## config.mk

```make
export PLATFORM = sky130hd
export DESIGN_NAME = debounce_multi
export DESIGN_NICKNAME = d
export VERILOG_FILES = /design/src/rtl/debounce_multi.sv
export SDC_FILE = /design/constraint.sdc
export NUM_CORES = 1
export LEC_CHECK = 0
export CAP_MARGIN = 20
export CORE_ASPECT_RATIO = 0.5
export CORE_UTILIZATION = 45
export CTS_BUF_LIST = sky130_fd_sc_hd__clkbuf_4 sky130_fd_sc_hd__clkbuf_8
export DETAILED_ROUTE_END_ITERATION = 16
export RECOVER_POWER = 100
export SYNTH_ARGS = -nofsm -noshare
export SYNTH_HDL_FRONTEND = slang
export SYNTH_SLANG_ARGS = --single-unit
```

## constraint.sdc

```tcl
create_clock -name clk_50 -period 4.3 [get_ports clk_50]
set_clock_uncertainty 0.1 [all_clocks]
set_input_delay 0.645 -clock clk_50 [delete_from_list [all_inputs] [get_ports clk_50]]
set_output_delay 0.645 -clock clk_50 [all_outputs]
set_load 0.02 [all_outputs]
```

## src/rtl/debounce_multi.sv

```systemverilog
// debounce_multi: N-channel switch debouncer with press/release pulses and press-toggled latch
// Ports: clk_50 / reset_n (async, active-low); sw_i raw switches; db_o debounced pressed level;
//        press_o / release_o one-cycle edge pulses; toggle_o flips on each press;
//        hold_o long-press pulse, built only when DEBOUNCE_HOLD_EN is defined (else tied 0).
module debounce_multi #(
  parameter int N_CH          = 4,
  parameter int STABLE_CYCLES = 500000,
  parameter int ACTIVE_LOW    = 1,
  parameter int HOLD_CYCLES   = 50000000
) (
  input  logic            clk_50,
  input  logic            reset_n,
  input  logic [N_CH-1:0] sw_i,
  output logic [N_CH-1:0] db_o,
  output logic [N_CH-1:0] press_o,
  output logic [N_CH-1:0] release_o,
  output logic [N_CH-1:0] toggle_o,
  output logic [N_CH-1:0] hold_o
);
  localparam int CW = $clog2(STABLE_CYCLES);
  localparam logic [N_CH-1:0] IDLE = (ACTIVE_LOW != 0) ? '1 : '0;
  localparam logic [CW-1:0] LAST = CW'(STABLE_CYCLES - 1);
  typedef enum logic {STABLE, QUALIFY} state_t;
  logic [N_CH-1:0] sync1_q, sync2_q, s;
  logic [N_CH-1:0] db_q, db_d, press_q, press_d, release_q, release_d, toggle_q, toggle_d;
  state_t          state_q [N_CH];
  state_t          state_d [N_CH];
  logic [CW-1:0]   cnt_q [N_CH];
  logic [CW-1:0]   cnt_d [N_CH];
  assign s = sync2_q ^ IDLE;
  always_comb begin
    db_d = db_q;
    for (int i = 0; i < N_CH; i++) begin
      state_d[i] = STABLE;
      cnt_d[i]   = '0;
      if (s[i] != db_q[i]) begin
        if (state_q[i] == STABLE) begin
          state_d[i] = QUALIFY;
          cnt_d[i]   = CW'(1);
        end else if (cnt_q[i] == LAST) begin
          db_d[i] = s[i];
        end else begin
          state_d[i] = QUALIFY;
          cnt_d[i]   = cnt_q[i] + 1'b1;
        end
      end
    end
    press_d   = db_d & ~db_q;
    release_d = ~db_d & db_q;
    toggle_d  = toggle_q ^ press_d;
  end
  always_ff @(posedge clk_50 or negedge reset_n) begin
    if (!reset_n) begin
      sync1_q   <= IDLE;
      sync2_q   <= IDLE;
      db_q      <= '0;
      press_q   <= '0;
      release_q <= '0;
      toggle_q  <= '0;
      for (int i = 0; i < N_CH; i++) begin
        state_q[i] <= STABLE;
        cnt_q[i]   <= '0;
      end
    end else begin
      sync1_q   <= sw_i;
      sync2_q   <= sync1_q;
      db_q      <= db_d;
      press_q   <= press_d;
      release_q <= release_d;
      toggle_q  <= toggle_d;
      state_q   <= state_d;
      cnt_q     <= cnt_d;
    end
  end
  assign db_o      = db_q;
  assign press_o   = press_q;
  assign release_o = release_q;
  assign toggle_o  = toggle_q;
`ifdef DEBOUNCE_HOLD_EN
  localparam int HW = $clog2(HOLD_CYCLES + 1);
  localparam logic [HW-1:0] HMAX = HW'(HOLD_CYCLES);
  localparam logic [HW-1:0] HFIRE = HW'(HOLD_CYCLES - 1);
  logic [HW-1:0]   hcnt_q [N_CH];
  logic [HW-1:0]   hcnt_d [N_CH];
  logic [N_CH-1:0] hold_q, hold_d;
  // Counter saturates at HOLD_CYCLES so the pulse fires once per press;
  // db_d gating suppresses a pulse coinciding with the release edge.
  always_comb begin
    for (int i = 0; i < N_CH; i++) begin
      hcnt_d[i] = !db_q[i] ? '0 : (hcnt_q[i] == HMAX) ? HMAX : hcnt_q[i] + 1'b1;
      hold_d[i] = db_q[i] & db_d[i] & (hcnt_q[i] == HFIRE);
    end
  end
  always_ff @(posedge clk_50 or negedge reset_n) begin
    if (!reset_n) begin
      hold_q <= '0;
      for (int i = 0; i < N_CH; i++) hcnt_q[i] <= '0;
    end else begin
      hold_q <= hold_d;
      hcnt_q <= hcnt_d;
    end
  end
  assign hold_o = hold_q;
`else
  assign hold_o = '0;
`endif
endmodule

```

==> impl_metrics.csv, run 1 <==
group,metric,value,unit
status,status,"finished, violations left",
status,violations,"max-capacitance violations, max-slew violations",
sta,rsz0062_at_grt,"false",
finish,comb_area_share,40.5,%
global_routing,antenna_found_initial,0,
route,wl_per_cell,13.5,um
sta,timing.final.crit_period,2.84,ns
synthesis,yosysMostFrequentCell,"dfrtp_1",
finish,fillers,969,
synthesis,ys_sh_aoi,4.43,%
finish,buffers,25,
finish,layout.cells.non_filler,662,
sta,setup_ws,1.46,ns
global_routing,grt_remaining_overflow,0,
finish,clkCellAreaFrac,3.66,%
setup_path,critical_path_arrival,2.91,ns
power,p_sw,0.394,mW
global_routing,track_usage,17.4,%
hold_path,min_path_type,"reg2reg",
setup_path,critPathLaunchType,"flop",
synthesis,ys_types,45,
route,drt_pre_antenna_iters,4,
power,seq_power,1.00,mW
floorplan,die_w,151,um
setup_path,cp_max_fo,14,
clock_network,postCtsSetupBuffers,0,
global_routing,top_usage_layer,"met1",
synthesis,postSynthAreaPerCell,10.1,um2
route,dr.max_layer_used,"met4",
sta,drv_slew,65,
finish,flops,104,
synthesis,yosys-stat-cells,496,
power,swShare,23.5,%
setup_path,cp_slowest_cell,"o21ai_0",
power,vdd.ir_drop.worst,0.000147,V
clock_network,clkSlewWorstSetupHoldPaths,0.11,ns
clock_network,cts_resized,0,
power,power,1.67,mW
clock_network,clockBufferDepth,2,
synthesis,syn_inst,496,
floorplan,fp_util,47.6,%
global_routing,grt_pass1_wl,16.0,mm
synthesis,postSynthSeqShare,52.2,%
power,power_density,304,mW/mm2
flow_run,maxCapViolations,2,
clock_network,hold_buffers,0,
finish,largest_register,"cnt_q",
setup_path,crit_path_start,"cnt_q[19]$_DFF_PN0_",
synthesis,common_cells,"96 x dfrtp_1, 74 x nor2_1, 31 x xnor2_1, 30 x xor2_1, 29 x nand2_1",
clock_network,cts_tree,"yes",
power,cell_internal_pwr,1.28,mW
floorplan,dieArea,0.0116,mm2
sta,max_freq,353,MHz
global_routing,grt_pass1_vias,3281,
route,vias,3487,
route,vias_per_cell,5.27,
finish,drive_gt1_share,7.28,%
route,m1WireLength,4.89,mm
setup_path,timing.rr.start,"cnt_q[19]$_DFF_PN0_",
synthesis,synthFlopType,"dfrtp_1",
placement,port_buffers,21,
finish,largest_register_ffs,76,
setup_path,path_depth,5,
floorplan,io_pins,26,
global_routing,grt_max_degree,50,
floorplan,core-area,0.0105,mm2
finish,lay_top_cells,"96 x dfrtp_1, 74 x nor2_1, 31 x xnor2_1",
hold_path,hold_start,"sync1_q[1]$_DFF_PN1_",
global_routing,grtUsageMet3,4.67,%
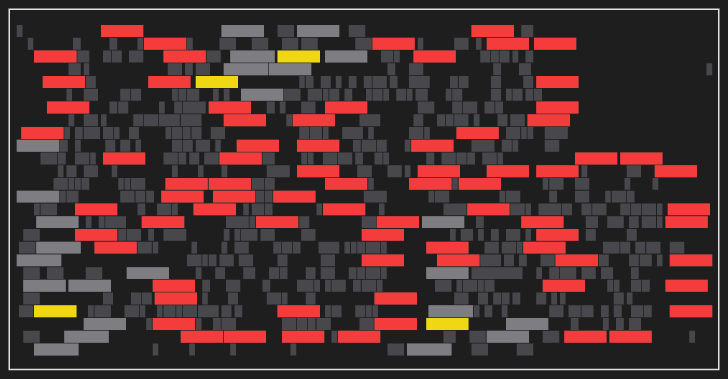
run_1/flops_by_reg.png
colour	signal	flops
yellow	`toggle_o`	4
red	`cnt_q`	76
not coloured	24
Seq area share: 47.5%
Final Util: 52.3%
Sequential Area: 0.00261 mm2

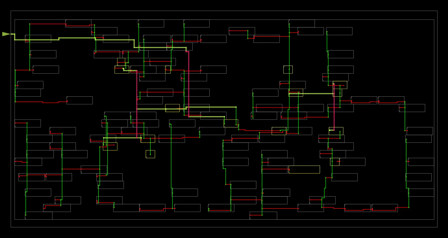
run_1/clocks.png
CTS Buf Count: 9
Clock net power: 0.617 mW

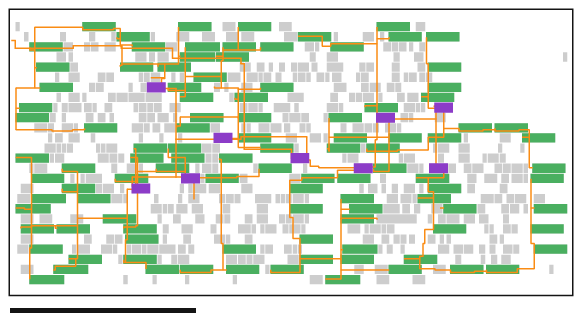
run_1/clk_routes.png
Bar = 50 um.
[purple] clock drivers | count: 9
[orange] clock wires | length: 1,250 um
[green] flip-flops | count: 104
flops lie	widely spread
clock power share: 36.9%
Latency at later pin: 0.36 ns

==> run 2, diff against run 1 <==
- PLACE_DENSITY: not set -> 0.65
- clock period: 4.3 -> 2.4 ns (I/O delays scaled with it)
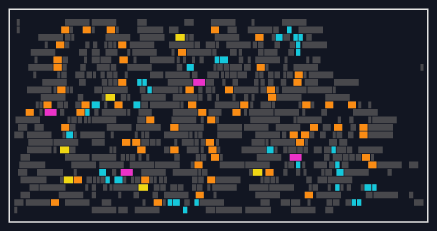
run_2/logic_types.png
colour	family	cells
magenta	adder and majority cells	4
orange	XOR/XNOR gates	61
yellow	multiplexers	6
cyan	inverting AOI/OAI gates	33
Post-Layout Cell Count: 667
Comb area share: 39.9%
most numerous logic cell after layout: dfrtp_1

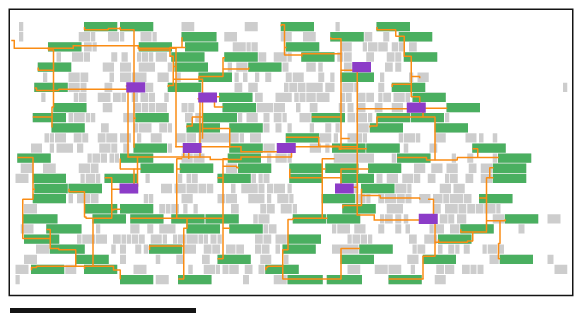
run_2/clk_routes.png
Bar = 50 um.
[green] flip-flops | count: 104
[orange] clock wires | length: 1,230 um
[purple] clock drivers | count: 9
routed clock nets	10
clock power share: 39.9%
Latency at later pin: 0.37 ns
Clock net power: 1.26 mW

==> run 2 against run 1 <==
  * The run now ends clean
  * Worst setup slack got worse by 1.1 ns
  * Worst hold slack got worse by 0.0022 ns
  * Utilization grew 0.67 points
  * Non-clock buffer count increased by 5
  * Synthesized area is the same
  * Count of clock-buffer cells in the layout is the same
  * First-iteration DRC count increased by 1.9%
  * Largest power group unchanged
  * Highest routed layer unchanged
==> impl_metrics.csv, run 2 <==
group,metric,value,unit
synthesis,ys_sh_simple,27.1,%
power,leakagePower,2.23,nW
sta,rsz0062_at_grt,"false",
floorplan,io_pins,26,
global_routing,track_usage,17.8,%
sta,max_freq,480,MHz
power,p_sw,0.740,mW
sta,drv_slew,0,
global_routing,use_met2,26.1,%
route,wl_per_cell,13.7,um
clock_network,hold_buffers,1,
finish,flops,104,
sta,setup_ws,0.318,ns
finish,fin_util,53.0,%
finish,fillers,958,
route,dr.max_layer_used,"met4",
global_routing,grt_pass1_vias,3429,
finish,largest_register_ffs,76,
synthesis,postSynthAreaPerCell,10.1,um2
route,vias_per_cell,5.31,
setup_path,critPathLaunchType,"flop",
clock_network,clkSlewWorstSetupHoldPaths,0.10,ns
finish,seq_area_share,46.9,%
synthesis,common_cells,"96 x dfrtp_1, 74 x nor2_1, 31 x xnor2_1, 30 x xor2_1, 29 x nand2_1",
setup_path,cp_max_fo,6,
synthesis,yosys-stat-cells,496,
route,drt_pre_antenna_iters,4,
setup_path,path_depth,5,
finish,drive_gt1_share,7.78,%
synthesis,syn_inst,496,
floorplan,fp_util,47.6,%
global_routing,grtUsageMet3,4.43,%
synthesis,synthFlopType,"dfrtp_1",
power,power_density,567,mW/mm2
sta,timing.final.crit_period,2.08,ns
hold_path,hold_start,"sync1_q[3]$_DFF_PN1_",
finish,area_dominant_class,"sequential cells",
global_routing,grt_max_degree,44,
sta,setup_tns,0,ns
sta,finalHoldViolCount,0,
floorplan,core-area,0.0105,mm2
finish,regArea,0.00261,mm2
setup_path,cp_slowest_cell,"or4_1",
synthesis,ys_types,45,
global_routing,antenna_found_initial,0,
synthesis,yosysMostFrequentCell,"dfrtp_1",
finish,clkCellAreaFrac,4.18,%
floorplan,die_w,151,um
power,power,3.16,mW
finish,buffers,30,
setup_path,critical_path_arrival,2.25,ns
power,seq_power,1.79,mW
finish,largest_register,"cnt_q",
status,status,"complete, no violations",
synthesis,postSynthSeqShare,52.2,%
global_routing,grt_remaining_overflow,0,
floorplan,dieArea,0.0116,mm2
clock_network,cts_tree,"yes",
finish,bufAreaShareNonClock,4.83,%
power,swShare,23.4,%
clock_network,clockBufferDepth,2,
power,cell_internal_pwr,2.42,mW
synthesis,yosysChipArea,0.00500,mm2
synthesis,ys_sh_aoi,4.43,%
clock_network,postCtsSetupBuffers,0,
route,vias,3540,
global_routing,top_usage_layer,"met2",
==> run 3, diff against run 2 <==
- CELL_PAD_IN_SITES_DETAIL_PLACEMENT: not set -> 1
- CELL_PAD_IN_SITES_GLOBAL_PLACEMENT: not set -> 2
- CORE_UTILIZATION: 45 -> 37
- PLACE_DENSITY: 0.65 -> not set
- PLACE_DENSITY_LB_ADDON: not set -> 0.1
- TNS_END_PERCENT: not set -> 1
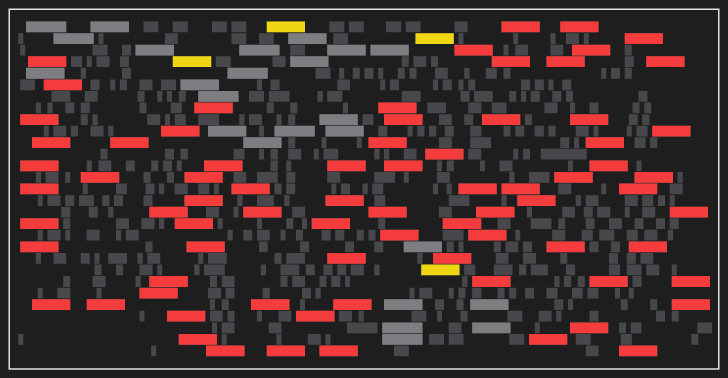
run_3/flops_by_reg.png
colour	signal	flops
yellow	`toggle_o`	4
red	`cnt_q`	76
Sequential Power: 1.79 mW
Final Util: 43.3%
Seq area share: 46.7%

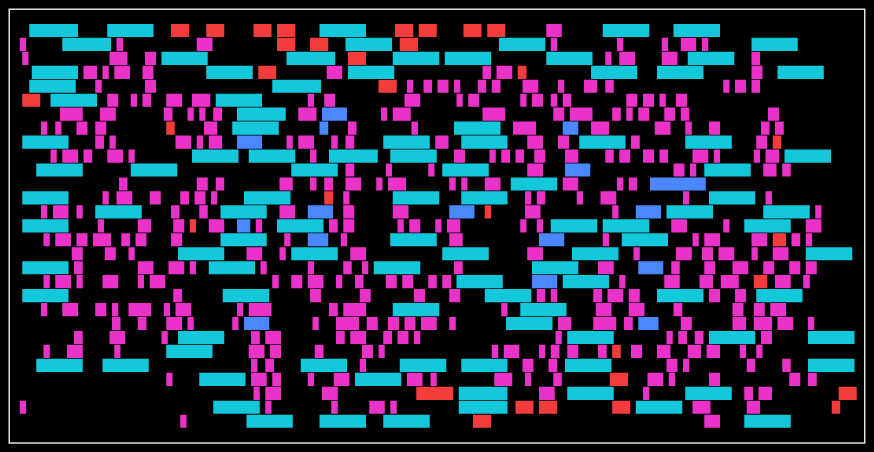
run_3/placement_by_type.png
colour	class	cells
cyan	flops	104
magenta	combinational and other logic	377
blue	clock drivers and dummy loads	16
red	other buffers and delay cells	32
Core Area: 0.0129 mm2
# rows: 29
fin area: 0.00560 mm2

==> run 3 against run 2 <==
  * Worst setup slack improved by 0.0030 ns
  * Synthesized area stayed put
  * Register-to-register slack hardly changed
  * Cell count grew 4.8%
  * Count of clock-buffer cells in the layout increased by 1
  * Sequential share of layout area decreased by 0.25 points
  * Global-route usage down 0.77 points
  * Critical endpoint unchanged
  * Largest cell class unchanged
==> impl_metrics.csv, run 3 <==
group,metric,value,unit
status,status,"complete, no violations",
floorplan,dieArea,0.0140,mm2
synthesis,yosysChipArea,0.00500,mm2
global_routing,use_met1,23.3,%
clock_network,clockBufferDepth,2,
global_routing,antenna_found_initial,0,
synthesis,postSynthSeqShare,52.2,%
synthesis,postSynthAreaPerCell,10.1,um2
global_routing,grtUsageMet3,3.68,%
route,vias,3663,
hold_path,hold_start,"sync1_q[3]$_DFF_PN1_",
route,drt_iter0_drc,128,
global_routing,grt_remaining_overflow,0,
synthesis,adder_share,1.00,%
global_routing,grt_max_degree,46,
finish,area_dominant_class,"sequential cells",
hold_path,min_path_type,"reg2reg",
setup_path,cp.required,2.56,ns
finish,flops,104,
global_routing,track_usage,17.0,%
route,dr.max_layer_used,"met4",
synthesis,synthFlopType,"dfrtp_1",
setup_path,timing.rr.start,"cnt_q[0]$_DFF_PN0_",
setup_path,crit_path_start,"cnt_q[0]$_DFF_PN0_",
route,drt_pre_antenna_iters,4,
power,p_clk,1.18,mW
finish,final_common_cell,"dfrtp_1",
floorplan,io_pins,26,
setup_path,cp_max_fo,6,
finish,comb_area_share,39.7,%
power,vdd.ir_drop.worst,0.000238,V
power,p_clk_share,38.2,%
setup_path,path_depth,5,
global_routing,grt_pass1_wl,19.3,mm
power,swShare,24.2,%
synthesis,ys_sh_aoi,4.43,%
synthesis,syn_inst,496,
floorplan,fp_util,38.7,%
setup_path,critical_path_arrival,2.24,ns
power,p_sw,0.747,mW
finish,drive_gt1_share,8.32,%
power,cell_internal_pwr,2.33,mW
power,power_density,550,mW/mm2
sta,rsz0062_at_grt,"false",
global_routing,top_usage_layer,"met2",
route,routed_wl,10.8,mm
setup_path,critPathBufInv,0,
placement,port_buffers,21,
clock_network,cts_made_buffers,9,
finish,clkbuf_count,10,
route,vias_per_cell,5.24,
synthesis,edf_count,0,
floorplan,die_w,166,um
sta,setup_viol,0,
flow_run,maxCapViolations,0,
finish,clkCellAreaFrac,3.78,%
clock_network,cts_resized,0,
synthesis,common_cells,"96 x dfrtp_1, 74 x nor2_1, 31 x xnor2_1, 30 x xor2_1, 29 x nand2_1",
clock_network,hold_buffers,1,
power,leakagePower,2.24,nW
clock_network,postCtsSetupBuffers,0,
synthesis,yosys-stat-cells,496,
route,m1WireLength,5.49,mm
finish,largest_register_ffs,76,
setup_path,cp_slowest_cell,"or4_1",
finish,regArea,0.00261,mm2
finish,layout.cells.non_filler,699,
setup_path,critPathLaunchType,"flop",
clock_network,cts_tree,"yes",
synthesis,ys_types,45,
finish,fillers,1457,
synthesis,ys_sh_simple,27.1,%
finish,buffers,32,
finish,bufAreaShareNonClock,5.05,%
sta,setup_tns,0,ns
global_routing,grt_pass1_vias,3815,
sta,finalHoldViolCount,0,
clock_network,worst_skew_pair.late_latency,0.37,ns
synthesis,yosysMostFrequentCell,"dfrtp_1",
finish,lay_top_cells,"96 x dfrtp_1, 74 x nor2_1, 31 x xnor2_1",
finish,largest_register,"cnt_q",
sta,setup_ws,0.321,ns
sta,timing.final.crit_period,2.08,ns
sta,drv_slew,0,
global_routing,use_met2,27.8,%
route,wl_per_cell,15.4,um
power,power,3.08,mW
clock_network,clkSlewWorstSetupHoldPaths,0.10,ns
sta,max_freq,481,MHz
hold_path,min_to,"sync2_q[3]$_DFF_PN1_",
Power and IR drop assume default switching activity.
